--- src/rtl/phase_sequencer.sv ---
// Multi-phase instruction sequencer: rotates the IF/ID/ALU/MEM/RB phase
// strobes, owns the program counter and retires instructions at the end of
// the RB phase (halt, jump, register jump, conditional branch or fall-through).
module phase_sequencer #(
    parameter int              PC_W      = 16,
    parameter int              PHASE_LEN = 4,
    parameter logic [PC_W-1:0] RESET_PC  = {PC_W{1'b0}}
) (
    input  logic            clk,
    input  logic            rst_n,
    input  logic            start,
    input  logic            halt,
    input  logic [3:0]      branch_opcode,
    input  logic            alu_zero,
    input  logic            alu_lsb,
    input  logic [PC_W-1:0] jmp_target,
    input  logic [PC_W-1:0] jr_target,
    input  logic [PC_W-1:0] br_offset,
    output logic            IF_clk,
    output logic            ID_clk,
    output logic            ALU_clk,
    output logic            MEM_clk,
    output logic            RB_BR_clk,
    output logic [PC_W-1:0] pc,
    output logic            running,
    output logic            halted,
    output logic [31:0]     instr_count
);

    typedef enum logic [2:0] {
        S_IDLE   = 3'd0,
        S_IF     = 3'd1,
        S_ID     = 3'd2,
        S_ALU    = 3'd3,
        S_MEM    = 3'd4,
        S_RB     = 3'd5,
        S_HALTED = 3'd6
    } state_t;

    // Phase counter is 4 bits wide, enough for the largest legal PHASE_LEN (16).
    localparam logic [3:0]      LAST_CNT = 4'(PHASE_LEN - 1);
    localparam logic [PC_W-1:0] PC_ONE   = {{(PC_W-1){1'b0}}, 1'b1};

    state_t          state_r, state_s;
    logic [3:0]      phase_cnt_r, phase_cnt_s;
    logic [PC_W-1:0] pc_s;
    logic [31:0]     instr_count_s;
    logic [PC_W-1:0] branch_pc_s;
    logic            phase_last_s;

    // Next-PC selection for a non-halting retire; only consumed at the decision point.
    always_comb begin
        branch_pc_s = pc + PC_ONE;
        if (branch_opcode[2]) begin
            case (branch_opcode[1:0])
                2'b00:   branch_pc_s = jmp_target;
                2'b01:   branch_pc_s = jr_target;
                2'b10:   branch_pc_s = alu_zero ? (pc + br_offset) : (pc + PC_ONE);
                2'b11:   branch_pc_s = alu_lsb  ? (pc + br_offset) : (pc + PC_ONE);
                default: branch_pc_s = pc + PC_ONE;
            endcase
        end else begin
            branch_pc_s = pc + PC_ONE;
        end
    end

    // Next-state, phase counter, PC and retire-count logic.
    always_comb begin
        state_s       = state_r;
        phase_cnt_s   = phase_cnt_r;
        pc_s          = pc;
        instr_count_s = instr_count;
        phase_last_s  = (phase_cnt_r == LAST_CNT);
        case (state_r)
            S_IDLE: begin
                if (start) begin
                    state_s     = S_IF;
                    phase_cnt_s = 4'd0;
                end else begin
                    phase_cnt_s = 4'd0;
                end
            end
            S_IF, S_ID, S_ALU, S_MEM: begin
                if (phase_last_s) begin
                    phase_cnt_s = 4'd0;
                    state_s     = state_t'(state_r + 3'd1);
                end else begin
                    phase_cnt_s = phase_cnt_r + 4'd1;
                end
            end
            S_RB: begin
                if (phase_last_s) begin
                    phase_cnt_s   = 4'd0;
                    instr_count_s = instr_count + 32'd1;
                    if (halt) begin
                        state_s = S_HALTED;
                    end else begin
                        state_s = S_IF;
                        pc_s    = branch_pc_s;
                    end
                end else begin
                    phase_cnt_s = phase_cnt_r + 4'd1;
                end
            end
            S_HALTED: begin
                phase_cnt_s = 4'd0;
            end
            default: begin
                // Unreachable encoding: fall back to a safe idle state.
                state_s     = S_IDLE;
                phase_cnt_s = 4'd0;
            end
        endcase
    end

    // State, counters and registered outputs; strobes are decoded from the
    // next state so they line up with cycle 0 of each phase.
    always_ff @(posedge clk or negedge rst_n) begin
        if (!rst_n) begin
            state_r     <= S_IDLE;
            phase_cnt_r <= 4'd0;
            pc          <= RESET_PC;
            instr_count <= 32'd0;
            IF_clk      <= 1'b0;
            ID_clk      <= 1'b0;
            ALU_clk     <= 1'b0;
            MEM_clk     <= 1'b0;
            RB_BR_clk   <= 1'b0;
            running     <= 1'b0;
            halted      <= 1'b0;
        end else begin
            state_r     <= state_s;
            phase_cnt_r <= phase_cnt_s;
            pc          <= pc_s;
            instr_count <= instr_count_s;
            IF_clk      <= (state_s == S_IF)  && (phase_cnt_s == 4'd0);
            ID_clk      <= (state_s == S_ID)  && (phase_cnt_s == 4'd0);
            ALU_clk     <= (state_s == S_ALU) && (phase_cnt_s == 4'd0);
            MEM_clk     <= (state_s == S_MEM) && (phase_cnt_s == 4'd0);
            RB_BR_clk   <= (state_s == S_RB)  && (phase_cnt_s == 4'd0);
            running     <= (state_s == S_IF) || (state_s == S_ID) || (state_s == S_ALU) ||
                           (state_s == S_MEM) || (state_s == S_RB);
            halted      <= (state_s == S_HALTED);
        end
    end

endmodule

--- config.mk ---
export PLATFORM = sky130hd
export DESIGN_NAME = phase_sequencer
export DESIGN_NICKNAME = d
export VERILOG_FILES = /design/src/rtl/phase_sequencer.sv
export SDC_FILE = /design/constraint.sdc
export NUM_CORES = 1
export LEC_CHECK = 0
export ABC_AREA = 1
export CAP_MARGIN = 5
export CELL_PAD_IN_SITES_DETAIL_PLACEMENT = 0
export CELL_PAD_IN_SITES_GLOBAL_PLACEMENT = 1
export CORE_ASPECT_RATIO = 0.5
export CORE_MARGIN = 5
export CORE_UTILIZATION = 32
export CTS_BUF_LIST = sky130_fd_sc_hd__clkbuf_4 sky130_fd_sc_hd__clkbuf_8 sky130_fd_sc_hd__clkbuf_16
export DETAILED_ROUTE_END_ITERATION = 8
export GPL_TIMING_DRIVEN = 0
export MAX_ROUTING_LAYER = met4
export PLACE_DENSITY = 0.86
export SYNTH_ARGS = -nofsm -noshare
export SYNTH_HDL_FRONTEND = slang
export SYNTH_SLANG_ARGS = --single-unit
--- constraint.sdc ---
create_clock -name clk -period 1.8 [get_ports clk]
set_input_delay 0.36 -clock clk [delete_from_list [all_inputs] [get_ports clk]]
set_output_delay 0.36 -clock clk [all_outputs]
set_load 0.02 [all_outputs]
==> images/met1.png <==
Scale bar: 50 µm.
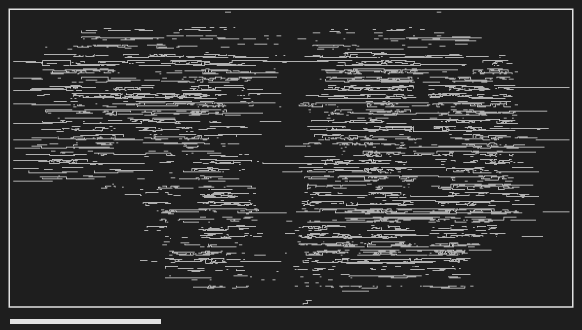
longest straight run: 38.2 µm
wire length on this layer: 7,280 µm

==> reports/metrics.sh <==
POSTCTSHOLDBUFS=0
SEQ_CELL_POWER_mW=1.92
SYN_INST=741
NUM-FILL-CELLS=1503
GRT_BUSIEST_LAYER='met2'
NUMBER_OF_WARNINGS_IN_THE_STAGE_LOGS=32
FIN_SETUP_TNS_PS=-557
SH_COMB_AREA_PCT=46.5
MOSTFREQUENTLAYOUTCELL='nand2_1'
NUMBER_OF_CELLS_IN_THE_YOSYS_SYNTHESIS_REPORT=741
GLOBALROUTETOTALUTIL_PCT=17.7
FINALPOWER_mW=8.02
SYNTH.CELLS.MOST_FREQUENT='198 x nand2_1, 107 x inv_1, 91 x nor2_1, 62 x dfrtp_1, 62 x nand3_1'
SYNTH_AREA_PER_CELL_UM2=6.66
CRITICAL_PATH.MOST_COMMON_CELL='nand2_1'
MET3_WIRE_LENGTH_UM=677
MAXCAPVIOLATIONS=0
TOPCELLSBYAREA='dfrtp_1 31%, nand2_1 15%, inv_1 8.1%, nor2_1 6.9%, nand3_1 6.3%'
HOLD_WS_PS=124
MAX_STAGE_DELAY_PS=420
POST_DRT_VIA_CELL_RATIO=4.88
FMAX_MHz=524
POWER.SHARE.SEQUENTIAL_PCT=23.9
FINAL_CRITICAL_PATH_SETUP_SLACK_PS=-109
BUF_SHARE_PCT=20.8
ANTENNA_FOUND_INITIAL=0
CTS_BUFFERS=9
CRITICAL_PATH.STARTPOINT='pc[0]$_DFFE_PN0P_'
GRT_FIRST_PASS_WIRELENGTH_UM=25400
NONCLOCKBUFFERCOUNT=178
FAILED_CHECKS='negative setup slack'
FINAL-COMB-AREA_UM2=3640
FINAL-HOLD-VIOLATION-COUNT=0
LAYOUT.NON_CLOCK_INVERTERS=107
POST_LAYOUT_NONFILLER_INSTANCES=1128
CRIT_PATH_END='pc[8]$_DFFE_PN0P_'
WL_MET1_UM=7280
AREA_SHARE_CLOCK_BUF_INV_PCT=4.24
CRITPATHCAPTURETYPE='flip-flop'
TIMING.CRITICAL_PATH.FROM_TYPE='flip-flop'
OUTCOME='complete, but fails checks'
DR.MAX_LAYER_USED='met4'
SYNTH_ASYNC_SR_FLOP_SHARE_PCT=100
CLOCK_GROUP_TOTAL_POWER_mW=1.94
DRT_ITER0_MARKERS=177
DPL_CELL_AREA_UM2=6360
POST_ROUTE_CELLS_DRIVE_ABOVE_1_SHARE_PCT=26.8
CTS_REPAIR_RESIZE_COUNT=100
LARGEST_REGISTER_FF_COUNT=32
P_INT_mW=4.75
CLOCK_TREE.HTREE_LEVEL_COUNT=3
DIE_W_UM=186
REPORT.FINAL.SETUP_VIOL=15
SYN_TO_FINAL_GROWTH_PCT=58.5
FINAL-SEQ-AREA_UM2=1570
ANTENNA_CELLS=0
FIRST_GLOBAL_VIAS=5250
FP_UTIL_PCT=32.3
FINAL_CELL_MIX='166 x nand2_1, 92 x inv_1, 71 x nor2_1'
REPORT.FINAL.SLEW_VIOL_COUNT=0
CRITPATHMAXFANOUT=4
R2R_START='pc[0]$_DFFE_PN0P_'
TRITONCTS='done'
COMBINATIONALPOWER_mW=4.17
LARGEST_DELAY_CONTRIBUTOR_FAMILY_ON_THE_CRITICAL_PATH='simple AND/OR/NAND/NOR gates'
RESIDUAL_OVERFLOW_FROM_GLOBAL_ROUTING=0
FIN_AREA_UM2=7820
TIMING.REG2REG.WORST_PATH_DEPTH=13
WORST_EP_ARRIVAL_TIME_PS=2150
POSTSYNTHNETCOUNT=822
WORST_HOLD_PATH_TYPE='in2async'
POST_CTS.REPAIR.SETUP_BUFFERS=24
DIE_Y_SIZE_UM=97.8
CORE_REGION_UM2=15300
HPWLAFTERDP_UM=11800
NUMSEQUENTIALCELLS=62
DP.CELLS=1055
YS.FLOP_TYPE='dfrtp_1'
SLEW_HEADROOM_PCT=44.4
MOST_FLOPS_REGISTER='instr_count'
CRITICAL_PATH_STAGES=13
WIRE_PER_INST_UM=14.5
CRITICAL_PATH.N_BUFFERS_INVERTERS=2
YS_SH_XOR_PCT=6.39
POWER.DENSITY_nW_PER_UM2=1030
FP.DIEAREA_UM2=18100
==> images/met2.png <==
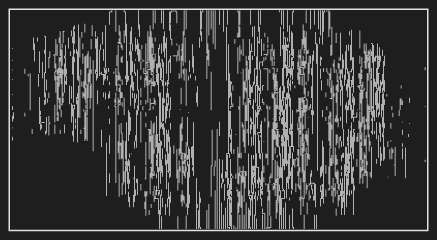
wire length on this layer: 8,060 µm
share of all routed wire: 49%
main direction: vertical
longest straight run: 56.1 µm
nets with wire on the layer: 864
met2 Usage GRT: 29.2%
count of vias placed by the detailed router: 5,499
overall routed net length: 16,400 µm

